==> src/rtl/range_counter.sv <==
// range_counter: WIDTH-bit counter with programmable step and runtime
// bounds [lo, hi]. Boundary modes: wrap, saturate, bounce. Provides a
// registered terminal-count pulse and a sticky overflow flag.
// Optional feature macro: RANGE_COUNTER_SEQ_TABLE_EN adds a programmable
// next-state table used by mode 11. Without it, mode 11 behaves as wrap.
module range_counter #(
    parameter int WIDTH   = 4,
    parameter int RST_VAL = 0
) (
    input  logic             clk,
    input  logic             rst,
    input  logic             clr,
    input  logic             load,
    input  logic [WIDTH-1:0] d,
    input  logic             hold,
    input  logic             up,
    input  logic [WIDTH-1:0] step,
    input  logic [WIDTH-1:0] lo,
    input  logic [WIDTH-1:0] hi,
    input  logic [1:0]       mode,
    input  logic             ovf_clr,
`ifdef RANGE_COUNTER_SEQ_TABLE_EN
    input  logic             tbl_we,
    input  logic [WIDTH-1:0] tbl_addr,
    input  logic [WIDTH-1:0] tbl_data,
`endif
    output logic [WIDTH-1:0] q,
    output logic             dir,
    output logic             tc,
    output logic             ovf,
    output logic             cfg_err
);

    localparam logic [WIDTH-1:0] RST_Q = WIDTH'(RST_VAL);

    localparam logic [1:0] MODE_WRAP   = 2'b00;
    localparam logic [1:0] MODE_SAT    = 2'b01;
    localparam logic [1:0] MODE_BOUNCE = 2'b10;
    localparam logic [1:0] MODE_SEQ    = 2'b11;

    logic [WIDTH:0]   up_raw;
    logic [WIDTH:0]   down_raw;
    logic             count_up;
    logic             limit_hit;
    logic             seq_active;
    logic [WIDTH-1:0] seq_next;
    logic [WIDTH-1:0] q_next;
    logic             dir_next;
    logic             tc_next;
    logic             ovf_set;

`ifdef RANGE_COUNTER_SEQ_TABLE_EN
    localparam int DEPTH = 2 ** WIDTH;

    logic [WIDTH-1:0] tbl [DEPTH];

    // Next-state table: reset to the plain ring i -> i+1, writable any cycle
    always_ff @(posedge clk or posedge rst) begin
        if (rst) begin
            for (int i = 0; i < DEPTH; i++) begin
                tbl[i] <= WIDTH'(i + 1);
            end
        end else if (tbl_we) begin
            tbl[tbl_addr] <= tbl_data;
        end
    end

    assign seq_active = (mode == MODE_SEQ);
    assign seq_next   = tbl[q];
`else
    assign seq_active = 1'b0;
    assign seq_next   = q;
`endif

    // Raw arithmetic one bit wider than q so carries and borrows are visible
    always_comb begin
        cfg_err   = (lo > hi);
        up_raw    = {1'b0, q} + {1'b0, step};
        down_raw  = {1'b0, q} - {1'b0, step};
        count_up  = (mode == MODE_BOUNCE) ? dir : up;
        limit_hit = 1'b0;
        if (step != '0) begin
            if (count_up) begin
                limit_hit = (up_raw > {1'b0, hi});
            end else begin
                limit_hit = down_raw[WIDTH] || (down_raw[WIDTH-1:0] < lo);
            end
        end
    end

    // Next-state selection in priority order clr > load > hold/cfg_err > count
    always_comb begin
        q_next   = q;
        dir_next = dir;
        tc_next  = 1'b0;
        ovf_set  = 1'b0;
        if (clr) begin
            q_next   = RST_Q;
            dir_next = up;
        end else if (load) begin
            q_next   = d;
            dir_next = up;
        end else if (hold || cfg_err) begin
            q_next   = q;
        end else if (seq_active) begin
            q_next   = seq_next;
            tc_next  = (seq_next == lo);
            ovf_set  = (seq_next == lo);
        end else begin
            dir_next = count_up;
            if (limit_hit) begin
                tc_next = 1'b1;
                ovf_set = 1'b1;
                case (mode)
                    MODE_SAT: begin
                        q_next = count_up ? hi : lo;
                    end
                    MODE_BOUNCE: begin
                        q_next   = count_up ? hi : lo;
                        dir_next = ~count_up;
                    end
                    default: begin
                        q_next = count_up ? lo : hi;
                    end
                endcase
            end else begin
                q_next = count_up ? up_raw[WIDTH-1:0] : down_raw[WIDTH-1:0];
            end
        end
    end

    // Count, direction, terminal count and sticky overflow registers
    always_ff @(posedge clk or posedge rst) begin
        if (rst) begin
            q   <= RST_Q;
            dir <= 1'b1;
            tc  <= 1'b0;
            ovf <= 1'b0;
        end else begin
            q   <= q_next;
            dir <= dir_next;
            tc  <= tc_next;
            if (ovf_set) begin
                ovf <= 1'b1;
            end else if (ovf_clr) begin
                ovf <= 1'b0;
            end
        end
    end

endmodule

==> config.mk <==
export PLATFORM = sky130hd
export DESIGN_NAME = range_counter
export DESIGN_NICKNAME = d
export VERILOG_FILES = /design/src/rtl/range_counter.sv
export SDC_FILE = /design/constraint.sdc
export NUM_CORES = 1
export LEC_CHECK = 0
export CAP_MARGIN = 25
export CELL_PAD_IN_SITES_DETAIL_PLACEMENT = 0
export CELL_PAD_IN_SITES_GLOBAL_PLACEMENT = 1
export CORE_ASPECT_RATIO = 1.2
export CORE_MARGIN = 8
export CORE_UTILIZATION = 34
export CTS_CLUSTER_DIAMETER = 120
export DETAILED_ROUTE_END_ITERATION = 8
export PLACE_DENSITY = 0.77
export RECOVER_POWER = 50
export SKIP_LAST_GASP = 1
export SLEW_MARGIN = 20
export SYNTH_ARGS = -nofsm -noshare
export SYNTH_HDL_FRONTEND = slang
export SYNTH_SLANG_ARGS = --single-unit
export TNS_END_PERCENT = 10
==> constraint.sdc <==
create_clock -name clk -period 3.12 [get_ports clk]
set_clock_uncertainty 0.2 [all_clocks]
set_input_delay 0.624 -clock clk [delete_from_list [all_inputs] [get_ports clk]]
set_output_delay 0.624 -clock clk [all_outputs]
set_load 0.02 [all_outputs]
**Run 1: the metal 3 layer**

Scale bar: 20 um.
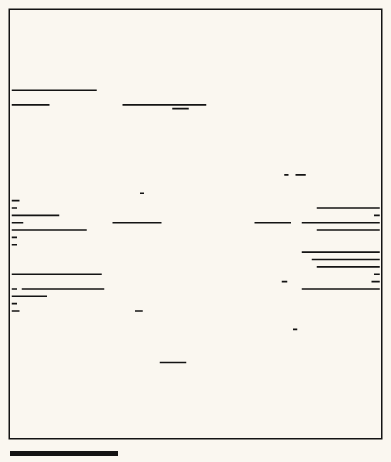
share of all routed wire: 6.4%
wire length on this layer: 223 um
longest straight run: 16.3 um

**Run 1: signal wires on met2**

Scale bar: 20 um.
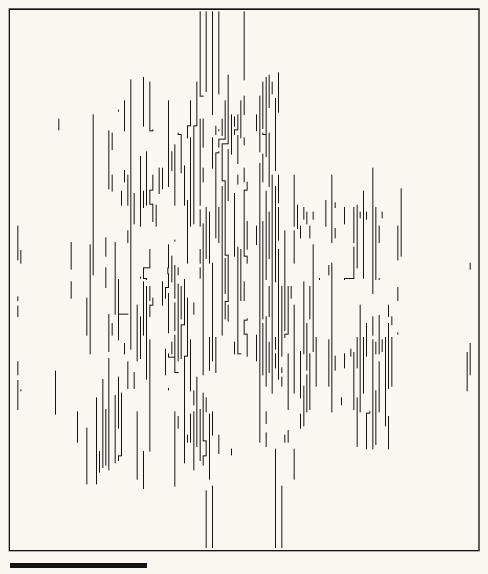
wire length on this layer: 1760 um
share of all routed wire: 50%
longest straight run: 40.8 um
nets with wire on the layer: 208

**Run 1: cell outlines without signal wires**

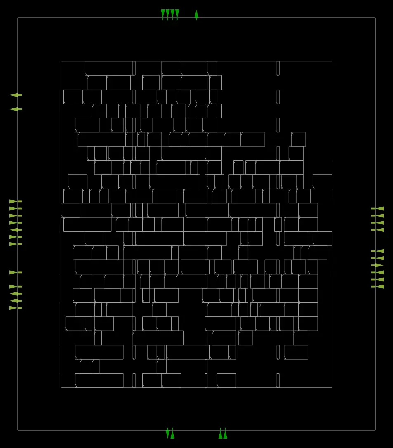
core area: 0.00325 mm2
fin cells: 236

==> out/results.tsv, run 1 <==
metric	value	unit
holdWs	338	ps
detailed_place.area	0.00167	mm2
hp-class	reg -> reg	
synth_area	0.00113	mm2
ioPinCount	33	
min_to	dir	
htreeDepth	1	
die_w	68.6	um
place_ws	-587	ps
ys_seq_share	15.6	%
crit_path_max_incr_delay	310	ps
synth_cell_types	39	
nNetsFinal	247	
combPwrFrac	63.7	%
end_kind	flip-flop	
drc	0	
rrSetupSlack	190	ps
cp.depth	14	
status	finished clean	
fin_util	56.0	%
insertion_delay	230	ps
avgRoutedWirePerCell	14.9	um
timing.rr.end	q[2]	
areaGrowthSynthToFinish	61.5	%
finalSetupViolCount	0	
r2r_cells	12	
port-buffer-count	32	
leakagePower	0.820	nW
critPathLaunch	step[1]	
## run 1: final cells by class
type | count | area, um2
repair buffers | 59 | 515
flip-flops and latches | 7 | 176
fillers | 304 | 1430
clock buffers | 4 | 45.0
inverters | 21 | 78.8
well taps | 37 | 46.3
multi-input cells | 108 | 958
## run 1: cells by family (layout without fill, tap and decap cells)
logic type	count (synthesis)	count (layout)	synth area share (%)
compound gates	36	36	21.2
xor+xnor	5	5	4.55
fa+ha+maj	22	22	25.7
buf+inv	23	84	8.10
flops	7	7	15.6
mux	5	5	5.88
simple gates	40	40	18.9
## run 1: cells in the mapped netlist (3+ instances only)
master / number / share of area [%]
inv_1: 21 / 7.0
ha_1: 20 / 22
a21oi_1: 13 / 5.8
nor2_1: 12 / 4.0
dfrtp_1: 6 / 13
nand2_1: 6 / 2.0
nor2b_1: 6 / 3.3
o21ai_0: 6 / 2.7
o22ai_1: 5 / 2.8
o21a_1: 4 / 2.7
mux2_2: 3 / 3.0
nor3b_1: 3 / 2.0
## run 1: metal layers
layer	part of all wire [%]	vias up	global-route usage, %	wire [um]
met4	2.3	0	3.70	82
met5	0	-	0	0
li1	-	604	-	-
met2	50	41	23.7	1760
met1	41	553	15.9	1440
met3	6.3	8	2.81	222
## run 1: power groups by stage
stage	Sequential [mW]	Clock [mW]	Combinational, mW
4_1_cts	0.111	0.130	0.392
3_3_place_gp	0.111	0	0.353
5_1_grt	0.113	0.135	0.460
3_5_place_dp	0.112	0	0.361
2_1_floorplan	0.120	0	0.206
6_report	0.111	0.128	0.421
## run 1: timing repair
| item | in CTS | in global routing |
|---|---|---|
| pin swaps | 6 | 7 |
| resized | 20 | 16 |
| setup endpoints to repair | 8 | 6 |
| buffers inserted | 2 | 0 |
## run 1: flip-flops by register name, summed over array words and instances (netlist names)
register  flops
dir           1
ovf           1
q             4
tc            1
**Run 1: placement by cell class**

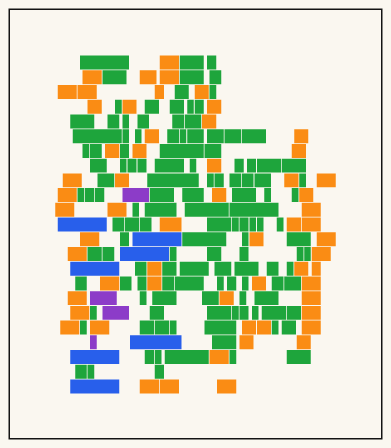

==> run 2: changes to the inputs <==
--- a/config.mk
+++ b/config.mk
@@ -15,7 +15,6 @@
 export DETAILED_ROUTE_END_ITERATION = 8
 export PLACE_DENSITY = 0.77
 export RECOVER_POWER = 50
-export SKIP_LAST_GASP = 1
 export SLEW_MARGIN = 20
 export SYNTH_ARGS = -nofsm -noshare
 export SYNTH_HDL_FRONTEND = slang
**Run 2: placement by cell class**

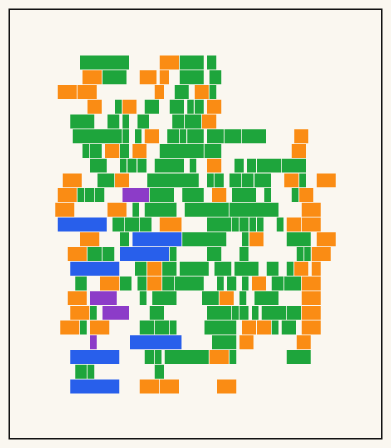
| colour | class | cells | share of their area |
|---|---|---|---|
| blue | registers | 7 | 10% |
| orange | remaining buffers and delay cells | 59 | 29% |
| green | remaining logic cells | 129 | 59% |
| purple | clock drivers and dummy loads | 4 | 2.5% |
placement row count: 23
flop share of the area: 9.72%
design area: 0.00182 mm2
utilization after layout: 55.8%

**Run 2: local utilization**

The die is cut into 7 by 8 equal tiles; white is low, dark blue is high, 0 to 100% covered.
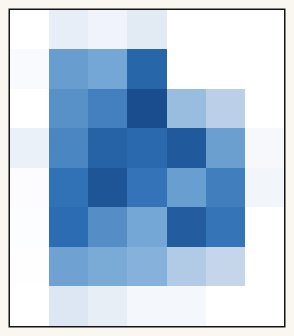
tiles over 75% full: 14%
nearly empty tiles: 30%
emptiest ninth of the die: upper right
fullest tile: 88%

==> out/results.tsv, run 2 <==
metric	value	unit
cts_resized	20	
top_logic_kind	adder cells	
areaGrowthSynthToFinish	61.0	%
leakagePower	0.819	nW
drc	0	
combPwrFrac	63.7	%
htreeDepth	1	
core_area	0.00325	mm2
largest_reg_flops	4	
ys_sh_simple	18.9	%
insertion_delay	230	ps
status	finished clean	
die_w	68.6	um
fa_ha_area_share	25.7	%
cts_setup_buffers	2	
synth_top_cell_by_area	ha_1	
common_cells	inv_1, ha_1, a21oi_1	
port-buffer-count	32	
detailed_place.area	0.00167	mm2
crit_path_max_incr_delay	480	ps
yosysMostFrequentCell	inv_1	
ioPinCount	33	
final_cells	236	
avgRoutedWirePerCell	14.9	um
end_kind	flip-flop	
finalSetupViolCount	0	
ys_seq_share	15.6	%
topCellsByArea	ha_1, dfrtp_1, inv_1	
synthAoiAreaFrac	21.2	%
yosysTopAreaCellShare	22.2	%
r2r_cells	12	
ys_sh_xor	4.55	%
cp.depth	11	
regMostFlops	q	
**Run 2: cell outlines without signal wires**

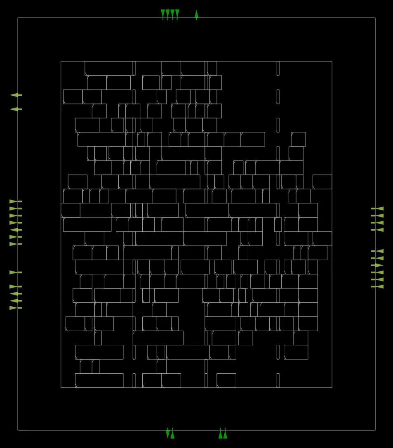
# fillers: 305
flop count: 7

## run 2: per-layer routing
| layer | vias to the layer above | GRT usage (%) | wire length (um) |
|---|---|---|---|
| met3 | 8 | 2.81 | 212 |
| met1 | 553 | 15.9 | 1450 |
| li1 | 604 | - | - |
| met2 | 40 | 23.7 | 1760 |
| met4 | 0 | 3.70 | 82 |
| met5 | - | 0 | 0 |
## run 2: power groups by stage
| stage | Clock [mW] | Sequential [mW] | Combinational (mW) |
|---|---|---|---|
| final | 0.128 | 0.111 | 0.420 |
| after floorplan | 0 | 0.120 | 0.206 |
| after detailed placement | 0 | 0.112 | 0.361 |
| after global placement | 0 | 0.111 | 0.353 |
| after CTS | 0.130 | 0.111 | 0.392 |
| after global routing | 0.135 | 0.113 | 0.460 |
## run 2: cell type report
class | count | area (um2) | share of cell area [%]
Multi-Input combinational cell | 108 | 958 | 52.8
Timing Repair Buffer | 59 | 510 | 28.1
Sequential cell | 7 | 176 | 9.72
Inverter | 21 | 78.8 | 4.34
Tap cell | 37 | 46.3 | 2.55
Clock buffer | 4 | 45.0 | 2.48
## run 2: worst max path at each step
stage	to	start
finish	q[2]	step[3]
global route	q[2]	step[3]
CTS	q[2]	step[1]
detailed placement	q[1]	step[0]
global placement	q[3]	step[0]
floorplan	q[0]	step[0]
## run 2: kinds of logic (layout without fill, tap and decap cells)
| group | Yosys count | in the layout |
|---|---|---|
| xor gates and xnor gates | 5 | 5 |
| buffers and inverters | 23 | 84 |
| AOI/OAI and AO/OA | 36 | 36 |
| muxes | 5 | 5 |
| adders and majority gates | 22 | 22 |
| and+or+nand+nor | 40 | 40 |
| DFF | 7 | 7 |
Power figures rest on the tool's default switching activity, not on a simulated workload.
